$ cat src/rtl/input_debouncer.sv
// Per-bit input debouncer with registered level and one-cycle pressed/released pulses.
// Optional auto-repeat of pressed while held high: define DEBOUNCE_AUTOREPEAT_EN.
//
//   state   | meaning
//   --------+-----------------------------------------------------------
//   LOW     | debounced level 0, input agrees
//   RISING  | level 0, counting consecutive 1 samples toward acceptance
//   HIGH    | debounced level 1 (counter tracks auto-repeat when enabled)
//   FALLING | level 1, counting consecutive 0 samples toward acceptance
module input_debouncer #(
  parameter int SIZE          = 1,
  parameter int STABLE_CYCLES = 4,
  parameter int REPEAT_CYCLES = 8
) (
  input  logic            clk,
  input  logic            reset,
  input  logic [SIZE-1:0] in,
  output logic [SIZE-1:0] level,
  output logic [SIZE-1:0] pressed,
  output logic [SIZE-1:0] released
);

  localparam int MAX_CYCLES = (STABLE_CYCLES > REPEAT_CYCLES) ? STABLE_CYCLES : REPEAT_CYCLES;
  localparam int CW         = $clog2(MAX_CYCLES + 1);

  typedef enum logic [1:0] {LOW, RISING, HIGH, FALLING} state_t;

  for (genvar g = 0; g < SIZE; g++) begin : g_bit
    state_t          state;
    logic [CW-1:0]   cnt;
    logic            level_r;
    logic            pressed_r;
    logic            released_r;

    always_ff @(posedge clk) begin
      if (reset) begin
        state      <= LOW;
        cnt        <= '0;
        level_r    <= 1'b0;
        pressed_r  <= 1'b0;
        released_r <= 1'b0;
      end else begin
        pressed_r  <= 1'b0;
        released_r <= 1'b0;
        case (state)
          LOW: begin
            if (in[g]) begin
              state <= RISING;
              cnt   <= CW'(1);
            end
          end
          RISING: begin
            if (!in[g]) begin
              state <= LOW;
              cnt   <= '0;
            end else if (cnt == CW'(STABLE_CYCLES - 1)) begin
              state     <= HIGH;
              cnt       <= '0;
              level_r   <= 1'b1;
              pressed_r <= 1'b1;
            end else begin
              cnt <= cnt + CW'(1);
            end
          end
          HIGH: begin
            if (!in[g]) begin
              state <= FALLING;
              cnt   <= CW'(1);
            end else begin
`ifdef DEBOUNCE_AUTOREPEAT_EN
              // counter measures hold time since entry or the last repeat pulse
              if (cnt == CW'(REPEAT_CYCLES - 1)) begin
                cnt       <= '0;
                pressed_r <= 1'b1;
              end else begin
                cnt <= cnt + CW'(1);
              end
`else
              cnt <= '0;
`endif
            end
          end
          FALLING: begin
            if (in[g]) begin
              state <= HIGH;
              cnt   <= '0;
            end else if (cnt == CW'(STABLE_CYCLES - 1)) begin
              state      <= LOW;
              cnt        <= '0;
              level_r    <= 1'b0;
              released_r <= 1'b1;
            end else begin
              cnt <= cnt + CW'(1);
            end
          end
          default: begin
            state <= LOW;
            cnt   <= '0;
          end
        endcase
      end
    end

    assign level[g]    = level_r;
    assign pressed[g]  = pressed_r;
    assign released[g] = released_r;
  end

endmodule

$ cat config.mk
export PLATFORM = sky130hd
export DESIGN_NAME = input_debouncer
export DESIGN_NICKNAME = d
export VERILOG_FILES = /design/src/rtl/input_debouncer.sv
export SDC_FILE = /design/constraint.sdc
export NUM_CORES = 1
export LEC_CHECK = 0
export CAP_MARGIN = 20
export CORE_AREA = 10 10 47 49
export CTS_CLUSTER_SIZE = 14
export DETAILED_ROUTE_END_ITERATION = 7
export DIE_AREA = 0 0 57 59
export HOLD_SLACK_MARGIN = 0.08
export PLACE_DENSITY = 0.52
export SETUP_SLACK_MARGIN = 0.1
export SYNTH_ARGS = -nofsm -noshare
export SYNTH_HDL_FRONTEND = slang
export SYNTH_SLANG_ARGS = --single-unit
export TNS_END_PERCENT = 50
$ cat constraint.sdc
create_clock -name clk -period 1.9 [get_ports clk]
set_input_delay 0.19 -clock clk [delete_from_list [all_inputs] [get_ports clk]]
set_output_delay 0.19 -clock clk [all_outputs]
set_load 0.01 [all_outputs]
### Signal wires by layer, run 1

Scale: 4 px per um. Two of the layers only.
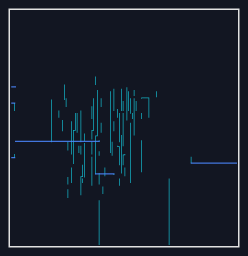
| color | layer | wire length |
|---|---|---|
| cyan | met2 | 315 um |
| blue | met3 | 39.1 um |
Overall Global Routing Usage: 4.89%
Routed Wire Length: 740 um

### Cells colored by class, run 1

Scale: 6 px per um. Fill, decap, tap and diode cells in gray.
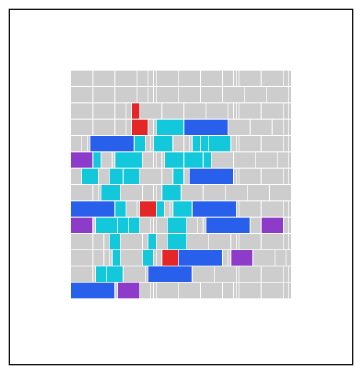
| color | class | cells |
|---|---|---|
| cyan | all other logic | 31 |
| blue | flip-flops | 9 |
| red | clock drivers and dummy loads | 4 |
| purple | other buffers and delay cells | 5 |
FP Rows: 14
Layout Utilization: 34.7%
final instance area: 487 um2

==> Changelog: implementation, run 1 <==
### Changed

- First-pass GRT wire length: roughly 1300 um
- Final period utilization: a little under three quarters
- Nets: roughly 54
- Worst setup EP type: flop
- Status: finished clean
- Die area: about 0.0034 mm2
- Largest net degree at the start of global routing: 12
- CP Max Fanout: 5
- Hold depth: 2
- Crit path DAT: about 1500 ps
- Fillers: around 160
- Top cell category: multi-input combinational cells
- Flop count: 9
- Post-Syn Area per Cell: between 9 and 10 um2
- Period minus WS final: ~1300 ps
- Clock power frac: between 30% and 40%
- #FFs+latches synth: 9
- Vias in the first global route: between 200 and 300
- Ant. Diodes: 0
- Setup Crit Path Kind: reg -> reg
- Synth cell types: 25
- Setup_tns: 0 ps
- Vias: ~330
- Initial DRC Count: 2
- DR DRC count: 0
- Kind of start point of the critical path: flop
- H-tree depth: 1
- Ys async rst share: 0%
- Top cells excl fill/tap: dfxtp_1 (9), clkdlybuf4s50_1 (5)
- Max-area cell share: a little over two fifths
- Placed cells: around 60
- Share of layout cells above drive strength 1: 8.16%
- Root Driver: clkbuf_4
- CP top delay family: simple AND/OR/NAND/NOR gates
- Slew Viols, Final: 0
- PD cells: 773 mW/mm2
- Flop pwr share: between 50% and 60%
- Min-delay src: level
- Cells in synth_stat.txt: around 44
- Clock Skews: 0.924 ps
- Tap Count: 16
- Max-Cap Viols: 0
- R2R Path Start: g_bit[0].cnt[0]
- Starting Density: 29.4%
- Die Height: around 59 um
- ClkCell Share: about 5.4%
- Hold Path End: level
- FF/Latch Area: 180 um2
- Pre-Repair DR Iteration Count: 2
- Timing-limited maximum frequency: between 0.7 and 0.8 GHz
- Worst path cell trace: ha_1 -> nor3b_2 -> nand2_1 -> o21ai_0 -> a21oi_1
- Cts hold-fix bufs: 0
- Total CTS buffers: 3
- Relative slew slack: 76.9%
- Mapped Area: ~410 um2
- Worst VDD drop: 355 uV
- Post-synth EDFFs: 0
- Signal buf overhead: between 10% and 20%
- Worst reg-to-reg setup slack: between 500 and 600 ps
- Nonclk inv count: 1
- Sw frac: a little under a quarter
- CTS tree: done
- Floorplan net count: 48
- Combinational share of cell area: 42.4%
- # clk buffers: 4
- Crit path required time: 2040 ps
- Commonest Layout Cell: dfxtp_1
### Sizing map, run 1

Scale: 6 px per um.
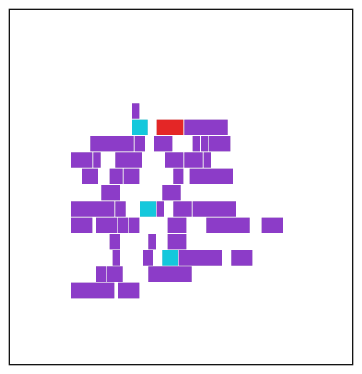
| color | size | cells | share |
|---|---|---|---|
| purple | drive 1 or less | 45 | 92% |
| cyan | drive 3 to 4 | 3 | 6.1% |
| red | drive 2 | 1 | 2.0% |
Setup WS post-layout: 551 ps
number of non-clock buffers in the layout: 5
Area Overhead vs Synth: 18.2%

## run 1: cells by family after synthesis
kind of cell | synth area share, %
AND-OR/OR-AND | 17.9
buffers and inverters | 6.08
flip-flops | 43.8
AND/OR/NAND/NOR | 22.5
XOR/XNOR | 4.26
multiplexers | 2.43
adder cells (fa/ha/maj) | 3.04
## run 1: power by group through the flow
stage               logic [uW]  registers [uW]  clock network, uW
floorplan                 21.5             202                  0
global placement          29.1             204                  0
detailed placement        29.1             205                  0
CTS                       29.3             200                155
global route              32.1             201                161
finish                    28.7             200                147
## run 1: worst max-delay path by stage
| stage | from | to | slack (ps) | depth (start not counted) |
|---|---|---|---|---|
| after floorplan | g_bit[0].cnt[0] | level | 720 | 5 |
| after global placement | in | level | 480 | 4 |
| after detailed placement | in | level | 480 | 4 |
| after CTS | g_bit[0].cnt[0] | level | 510 | 5 |
| after global routing | g_bit[0].cnt[0] | pressed | 380 | 4 |
| final | g_bit[0].cnt[0] | level | 550 | 5 |
## run 1: metrics by stage
stage	hold slack (ps)	util, %	power, uW	area [um2]	setup slack (ps)
floorplan	419	-	224	412	724
CTS	507	34.7	384	487	511
finish	494	34.7	376	487	551
detailed placement	496	32.9	234	460	477
global route	530	34.7	394	487	383
global placement	495	32.9	234	460	484
## run 1: worst min-delay path, stage by stage, from the launching register on
cell and delay (ps):
dfxtp_1 320, o21ai_0 70, a21oi_1 60
## run 1: routing by layer
layer  GRT usage [%]  share of wire (%)  vias to the layer above
li1                -                  -                      173
met1            5.85                 50                      151
met2            6.05                 43                        6
met3            2.15                5.3                        2
met4            5.03                1.8                        0
met5               0                  0                        -
## run 1: synth_stat cells, types with 2 or more instances
cell type and instances:
a21oi_1 3, o21ai_0 2, nor2_1 3, dfxtp_1 9, nor4b_1 2, a32oi_1 2, nand2_1 3, nand3_1 2
buf_2 2
### Gate families picked out, run 1

Scale: 6 px per um.
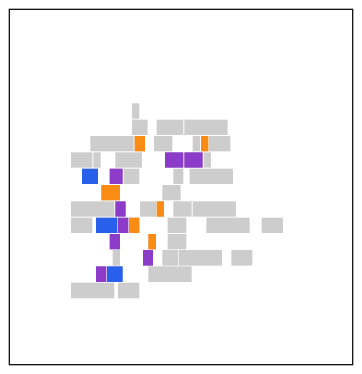

==> inputs of run 2 (changes only) <==
Settings changed: PLACE_DENSITY 0.52 to 0.54.
Clock period 1.9 ns to 1.22 ns, I/O delays scaled along.
### Gate families picked out, run 2

Scale: 6 px per um.
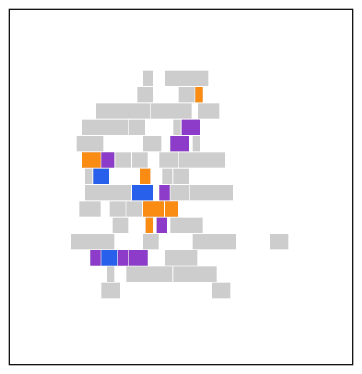
| color | family | cells |
|---|---|---|
| purple | inverting AOI/OAI gates | 8 |
| blue | AND-OR and OR-AND gates | 3 |
| orange | NAND gates | 6 |
Finished Layout Cells: 71
combinational share of cell area: 43.0%
Commonest Layout Cell: buf_4

==> Changelog: implementation, run 2 <==
### Changed

- Status: finished clean (unchanged)
- First-pass GRT wire length: 1390 um (was 1270 um)
- CP Max Fanout: 5 (unchanged)
- Crit path required time: 1380 ps (was 2040 ps)
- Pre-Repair DR Iteration Count: 4 (was 2)
- Starting Density: 29.4% (unchanged)
- #FFs+latches synth: 9 (unchanged)
- Setup Crit Path Kind: reg -> reg (unchanged)
- Fillers: 145 (was 158)
- CTS tree: done (unchanged)
- Initial DRC Count: 5 (was 2)
- Max-area cell share: 43.8% (unchanged)
- Worst path cell trace: ha_4 -> nor3b_4 -> nand2_2 -> o21ai_1 -> a21oi_1 (was ha_1 -> nor3b_2 -> nand2_1 -> o21ai_0 -> a21oi_1)
- Placed cells: 67 (was 61)
- Ys async rst share: 0% (unchanged)
- Top cells excl fill/tap: buf_4 (6), dfxtp_1 (5), dfxtp_2 (4) (was dfxtp_1 (9), clkdlybuf4s50_1 (5))
- Die area: 0.00336 mm2 (unchanged)
- Crit path DAT: 1340 ps (was 1490 ps)
- Vias in the first global route: 326 (was 292)
- FP Rows: 14 (unchanged)
- Biggest consumer: sequential cells (unchanged)
- Combinational cell power: 62.3 uW (was 28.7 uW)
- Synth cell types: 25 (unchanged)
- Sequential power: 312 uW (was 200 uW)
- Period minus WS final: 1180 ps (was 1350 ps)
- Total CTS buffers: 3 (unchanged)
- Area Overhead vs Synth: 40.7% (was 18.2%)
- Overall Global Routing Usage: 5.42% (was 4.89%)
- Setup Buffers After CTS: 0 (unchanged)
- Share of layout cells above drive strength 1: 38.2% (was 8.16%)
- Worst Hold Class: in -> reg (was reg -> reg)
- Clock Skews: 4.43 ps (was 0.924 ps)
- Worst setup EP type: flop (unchanged)
- Sw frac: 24.9% (was 22.7%)
- Ant. Diodes: 0 (unchanged)
- Timing-limited maximum frequency: 0.846 GHz (was 0.741 GHz)
- Max-Cap Viols: 0 (unchanged)
- Kind of start point of the critical path: flop (unchanged)
- PD cells: 1050 mW/mm2 (was 773 mW/mm2)
- Largest net degree at the start of global routing: 11 (was 12)
- Flop pwr share: 51.2% (was 53.2%)
- Cts hold-fix bufs: 0 (unchanged)
- Setup WS post-layout: 37.8 ps (was 551 ps)
- Nets: 60 (was 54)
- Worst VDD drop: 577 uV (was 355 uV)
- Final period utilization: 96.9% (was 71.0%)
- DR DRC count: 0 (unchanged)
- Mapped Area: 412 um2 (unchanged)
- Die Height: 59 um (unchanged)
- Yosys top cell by instances: dfxtp_1 (unchanged)
- Root Driver: clkbuf_4 (unchanged)
- Top cells by count, synth: dfxtp_1 (9), a21oi_1 (3), nand2_1 (3), nor2_1 (3) (unchanged)
- Floorplan net count: 48 (unchanged)
==> run 2: final timing paths <==
path / from / endpoint / slack (ps) / cells after the start
max reg2reg: g_bit[0].cnt[0] / level / 40 / 5
min: in / flop / 280 / 3
min reg2reg: level / level / 500 / 2
max: g_bit[0].cnt[0] / level / 40 / 5
==> run 2: critical path: cells and delay by family (launching register included) <==
family | cells | cell delay [ps]
AND-OR/OR-AND | 2 | 220
adder cells (fa/ha/maj) | 1 | 130
flip-flops | 1 | 350
AND/OR/NAND/NOR | 2 | 370
==> run 2: per-stage QoR <==
step	utilization, %	setup TNS (ps)	area (um2)	power, uW
after floorplan	-	0	433	352
after global placement	37.6	-159	527	381
after detailed placement	37.6	-321	527	381
after CTS	39.3	0	551	616
after global routing	41.3	-128	579	647
final	41.3	0	579	611
==> run 2: routing by layer <==
metal	track usage [%]	wire length, um
met5	0	0
met4	6.04	8
met3	2.36	37
met2	7.75	374
met1	5.51	404
==> run 2: kinds of logic (layout without fill, tap and decap cells) <==
kind of cell	count (synthesis)	after routing	share of synthesized area, %
fa+ha+maj	1	1	3.04
simple gates	15	15	22.5
xor+xnor	2	2	4.26
mux	1	1	2.43
compound gates	11	11	17.9
buf+inv	5	16	6.08
flops	9	9	43.8
==> run 2: cell type report <==
| class | count | area (um2) | area share (%) |
|---|---|---|---|
| Timing Repair Buffer | 11 | 93.8 | 16.2 |
| Clock inverter | 1 | 5.00 | 0.864 |
| Inverter | 1 | 3.75 | 0.648 |
| Tap cell | 16 | 20.0 | 3.46 |
| Clock buffer | 3 | 22.5 | 3.89 |
| Multi-Input combinational cell | 30 | 249 | 43.0 |
| Sequential cell | 9 | 185 | 32.0 |
==> run 2: timing repair <==
action,4_1_cts,5_1_grt
setup endpoints to repair,7,7
hold endpoints to repair,0,0
gates resized,3,9
pin swaps,0,9
Power is estimated from default activity; no workload was simulated.
